===== config.mk =====
export PLATFORM = sky130hd
export DESIGN_NAME = ram_dp_clr
export DESIGN_NICKNAME = d
export VERILOG_FILES = /design/src/rtl/ram_dp_clr.sv
export SDC_FILE = /design/constraint.sdc
export NUM_CORES = 2
export LEC_CHECK = 0
export CELL_PAD_IN_SITES_DETAIL_PLACEMENT = 1
export CELL_PAD_IN_SITES_GLOBAL_PLACEMENT = 2
export CORE_UTILIZATION = 45
export DETAILED_ROUTE_END_ITERATION = 8
export PLACE_DENSITY_LB_ADDON = 0.1
export SLEW_MARGIN = 25
export SYNTH_ARGS = -nofsm -noshare
export SYNTH_HDL_FRONTEND = slang
export SYNTH_SLANG_ARGS = --single-unit

===== constraint.sdc =====
create_clock -name clock -period 19.3 [get_ports clock]
set_input_delay 5.79 -clock clock [delete_from_list [all_inputs] [get_ports clock]]
set_output_delay 5.79 -clock clock [all_outputs]
set_load 0.005 [all_outputs]

===== src/rtl/ram_dp_clr.sv =====
// Dual-port main-memory RAM: a read/write CPU port and a read-only debug port.
// A clear engine fills every word with FILL after reset or on request, stalling the CPU via busy.
module ram_dp_clr #(
  parameter int DATA_WIDTH = 8,
  parameter int ADRS_WIDTH = 8,
  parameter logic [DATA_WIDTH-1:0] FILL = '0,
  parameter int CLEAR_ON_RESET = 1
) (
  input  logic                  clock,
  input  logic                  reset,
  input  logic [ADRS_WIDTH-1:0] adrs,
  input  logic [DATA_WIDTH-1:0] data,
  input  logic                  wr_en,
  output logic [DATA_WIDTH-1:0] q,
  input  logic [ADRS_WIDTH-1:0] dbg_adrs,
  output logic [DATA_WIDTH-1:0] dbg_q,
  input  logic                  clr,
  output logic                  busy,
  output logic                  wr_drop
);

  localparam int DEPTH = 1 << ADRS_WIDTH;
  localparam logic [1:0] ST_IDLE  = 2'b00;
  localparam logic [1:0] ST_CLEAR = 2'b01;

  logic [1:0]            state;
  logic [ADRS_WIDTH-1:0] adrs_reg;
  logic [ADRS_WIDTH-1:0] dbg_adrs_reg;
  logic [ADRS_WIDTH-1:0] clr_ptr;
  logic [DATA_WIDTH-1:0] mem [DEPTH];

  logic                  mem_we;
  logic [ADRS_WIDTH-1:0] mem_wa;
  logic [DATA_WIDTH-1:0] mem_wd;

  // Single array write port shared by the CPU and the clear engine; a restart rewrites word 0.
  always_comb begin
    mem_we = 1'b0;
    mem_wa = adrs;
    mem_wd = data;
    case (state)
      ST_IDLE: begin
        if (!clr && wr_en) mem_we = 1'b1;
      end
      ST_CLEAR: begin
        mem_we = 1'b1;
        mem_wa = clr ? '0 : clr_ptr;
        mem_wd = FILL;
      end
      default: mem_we = 1'b0;
    endcase
  end

  // The array is never affected by reset, but no write lands while reset is held.
  always_ff @(negedge clock) begin
    if (mem_we && !reset) mem[mem_wa] <= mem_wd;
  end

  always_ff @(negedge clock or posedge reset) begin
    if (reset) begin
      adrs_reg     <= '0;
      dbg_adrs_reg <= '0;
      clr_ptr      <= '0;
      wr_drop      <= 1'b0;
      state        <= (CLEAR_ON_RESET != 0) ? ST_CLEAR : ST_IDLE;
    end else begin
      adrs_reg     <= adrs;
      dbg_adrs_reg <= dbg_adrs;
      case (state)
        ST_IDLE: begin
          if (clr) begin
            state   <= ST_CLEAR;
            clr_ptr <= '0;
            wr_drop <= 1'b0;
          end
        end
        ST_CLEAR: begin
          if (clr) begin
            clr_ptr <= '0;
            wr_drop <= 1'b0;
          end else begin
            if (wr_en) wr_drop <= 1'b1;
            if (&clr_ptr) state <= ST_IDLE;
            clr_ptr <= clr_ptr + 1'b1;
          end
        end
        default: state <= ST_IDLE;
      endcase
    end
  end

  assign busy  = (state == ST_CLEAR);
  assign q     = busy ? FILL : mem[adrs_reg];
  assign dbg_q = mem[dbg_adrs_reg];

endmodule


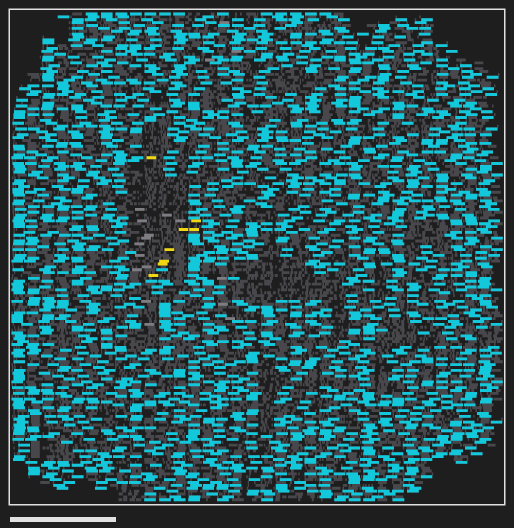
*Sequential cells grouped by signal name*
Bar = 100 um. Other sequential cells in the stronger gray, the rest of the logic in the fainter gray.
| netlist name | color | flops |
|---|---|---|
| mem | cyan | 2048 |
| adrs_reg | yellow | 8 |

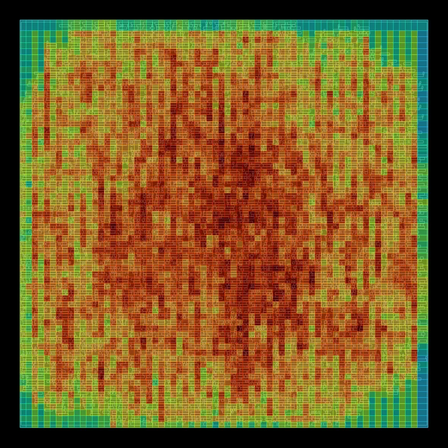
*Routing congestion map*
GR Util met1: 45.5%
met3 Resource Use GR: 11.8%
routed len/inst: 37.3 um
GR Layer Usage met2: 58.2%

==> results.toml <==
# yosys + openroad results
[run_status]
status = "finished, violations left"
violations = "setup timing"

[layout]
largest_reg_flops = 2048
top_register = "mem"
final_cell_mix = "2102 x inv_1, 2048 x edfxtp_1, 929 x mux4_2"
drive_gt1_share_pct = 32.5
lay_top_count = "inv_1"

[worst_setup_path]
max_stage_delay_ps = 590
worstSetupPathType = "flop to primary output"
r2r-start = "state[0]"
critPathBufInv = 5
worst_ep_arrival_time_ps = 13760
worst_ep_required_time_ps = 13510
critical-path-top-delay-family = "simple AND/OR/NAND/NOR gates"
crit_fanout = 8
setup.worst_path.start_class = "flop"
crit_path_end_kind = "primary output"

[detailed_routing]
firstDrtPassIters = 6
wl_um = 416000
viasPerCell = 6.40

[yosys]
syn_area_per_cell_um2 = 18.9
synth_flop_count = 2074
ys_area_um2 = 97500
edf_count = 2048
ys_types = 72
syn_inst = 5163
ys_seq_share_pct = 63.7

[global_route]
grt_max_degree = 157
antenna_found_initial = 17

[final_timing]
relSlewSlack_pct = 14.5
final-setup-viol-count = 16
fin_ws_ps = -246

[die]
fp_util_pct = 45.4
dieWidth_um = 468
die_height_um = 468
die_area_um2 = 219000

[power]
leakage_nw = 51.6
powerDensity_nw_per_um2 = 98.2
peakVddDrop_mv = 0.0941

[place]
io_buffers = 45
dp_hpwl_um = 262000
place.gp.congestion = 0.977
dp_slack_ps = -658

[job]
cap_violations = 0
warnings = 1045

[cts]
cts-root-buf = "clkbuf_16"
clock_latency_ps = 910
ctsHtreeMaxLevel = 4
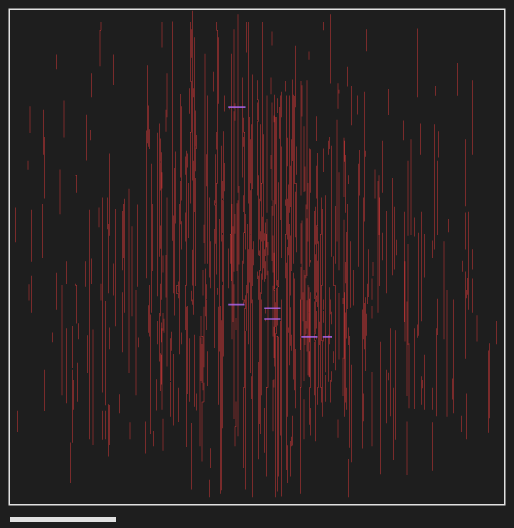
*Routed metal, one color a layer*
Bar = 100 um. Two of the layers only.
| layer | color | wire length |
|---|---|---|
| metal 4 | red | 29.7 mm |
| metal 5 | purple | 77.3 um |

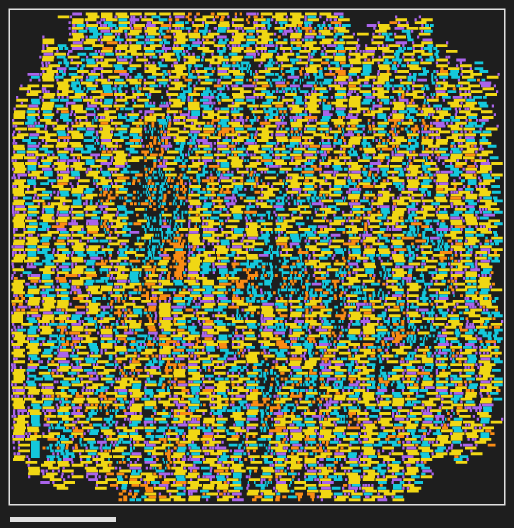
*Placement by cell class*
Bar = 100 um.
| class | color | cells |
|---|---|---|
| flops | yellow | 2074 |
| other buffers and delay cells | orange | 1067 |
| combinational and other logic | cyan | 2678 |
| clock drivers and dummy loads | purple | 2484 |

==> power breakdown <==
group          total [mW]  switching [mW]  internal, mW
clock network        6.66            3.33          3.33
registers            4.92         0.00711          4.91
logic                1.04           0.585         0.457
total                12.6            3.92          8.70
==> final timing paths <==
kind / endpoint / slack, ps / depth (start not counted)
max in group asynchronous: adrs_reg[4] / 3390 / 2
min: clr_ptr[1] / 550 / 2
min in group asynchronous: dbg_adrs_reg[1] / 15310 / 2
max: dbg_q[6] / -250 / 12
min reg2reg: clr_ptr[1] / 550 / 2
max reg2reg: mem[80][4] / 15590 / 4
==> area by class of cell <==
cell class / count / area, um^2
multi-input cells: 2661 / 35000
well taps: 2838 / 3550
clock inverters: 2249 / 10000
fillers: 19868 / 86400
flip-flops and latches: 2074 / 62200
diodes: 23 / 57.6
clock buffers: 235 / 5850
inverters: 17 / 76.3
repair buffers: 1067 / 11900
==> logic make-up (layout without fill, tap and decap cells) <==
logic type / count (synthesis) / in the layout / synth area share, %
mux: 1316 / 1316 / 25.8
buf+inv: 428 / 3568 / 2.67
simple gates: 688 / 688 / 3.10
other cells: 0 / 23 / 0
xor+xnor: 6 / 6 / 0.0539
compound gates: 650 / 650 / 4.67
flops: 2074 / 2074 / 63.7
fa+ha+maj: 1 / 1 / 0.0128
==> cells in the mapped netlist (all sizes together), types with 75 or more instances <==
library cell | n | area share, %
buf | 249 | 1.9
edfxtp | 2048 | 63
a22oi | 83 | 0.64
o22ai | 92 | 0.59
nor2 | 329 | 1.3
clkbuf | 160 | 0.66
o221ai | 98 | 0.89
o21ai | 119 | 0.61
a21oi | 75 | 0.38
mux2i | 342 | 3.5
nand2 | 140 | 0.54
mux4 | 948 | 22
nand3 | 76 | 0.39
==> metal layers <==
metal	vias to the layer above	share of wire (%)	routed length, um	track usage, %
met1	37652	36	149000	45.5
met2	4628	47	196000	58.2
met3	1062	9.8	41000	11.8
li1	28130	-	-	-
met4	12	7.1	29700	28.0
met5	-	0.018	77	0
==> stage by stage <==
step	area, um^2	instances	hold WS [ps]	TNS, ps
2_1_floorplan	97600	5163	446	0
3_3_place_gp	106000	8400	542	-6040
3_5_place_dp	106000	8401	557	-4280
4_1_cts	128000	11100	560	-1700
5_1_grt	129000	11152	592	-2460
6_report	129000	11164	551	-2630
==> worst register-to-register path, delay by kind of cell (launching register included) <==
family | cells | cell delay [ps]
DFF | 1 | 600
and+or+nand+nor | 2 | 1630
AOI/OAI and AO/OA | 1 | 760
buffers and inverters | 1 | 300
==> what timing repair did <==
item / CTS / global route
endpoints found under the setup margin: 16 / 16
pin swaps: 106 / 77
hold buffers: 0 / 0
resized: 569 / 126
cloned: 49 / 3
setup buffers: 187 / 58
No activity file was given, so power comes from the tool's default toggle rates.
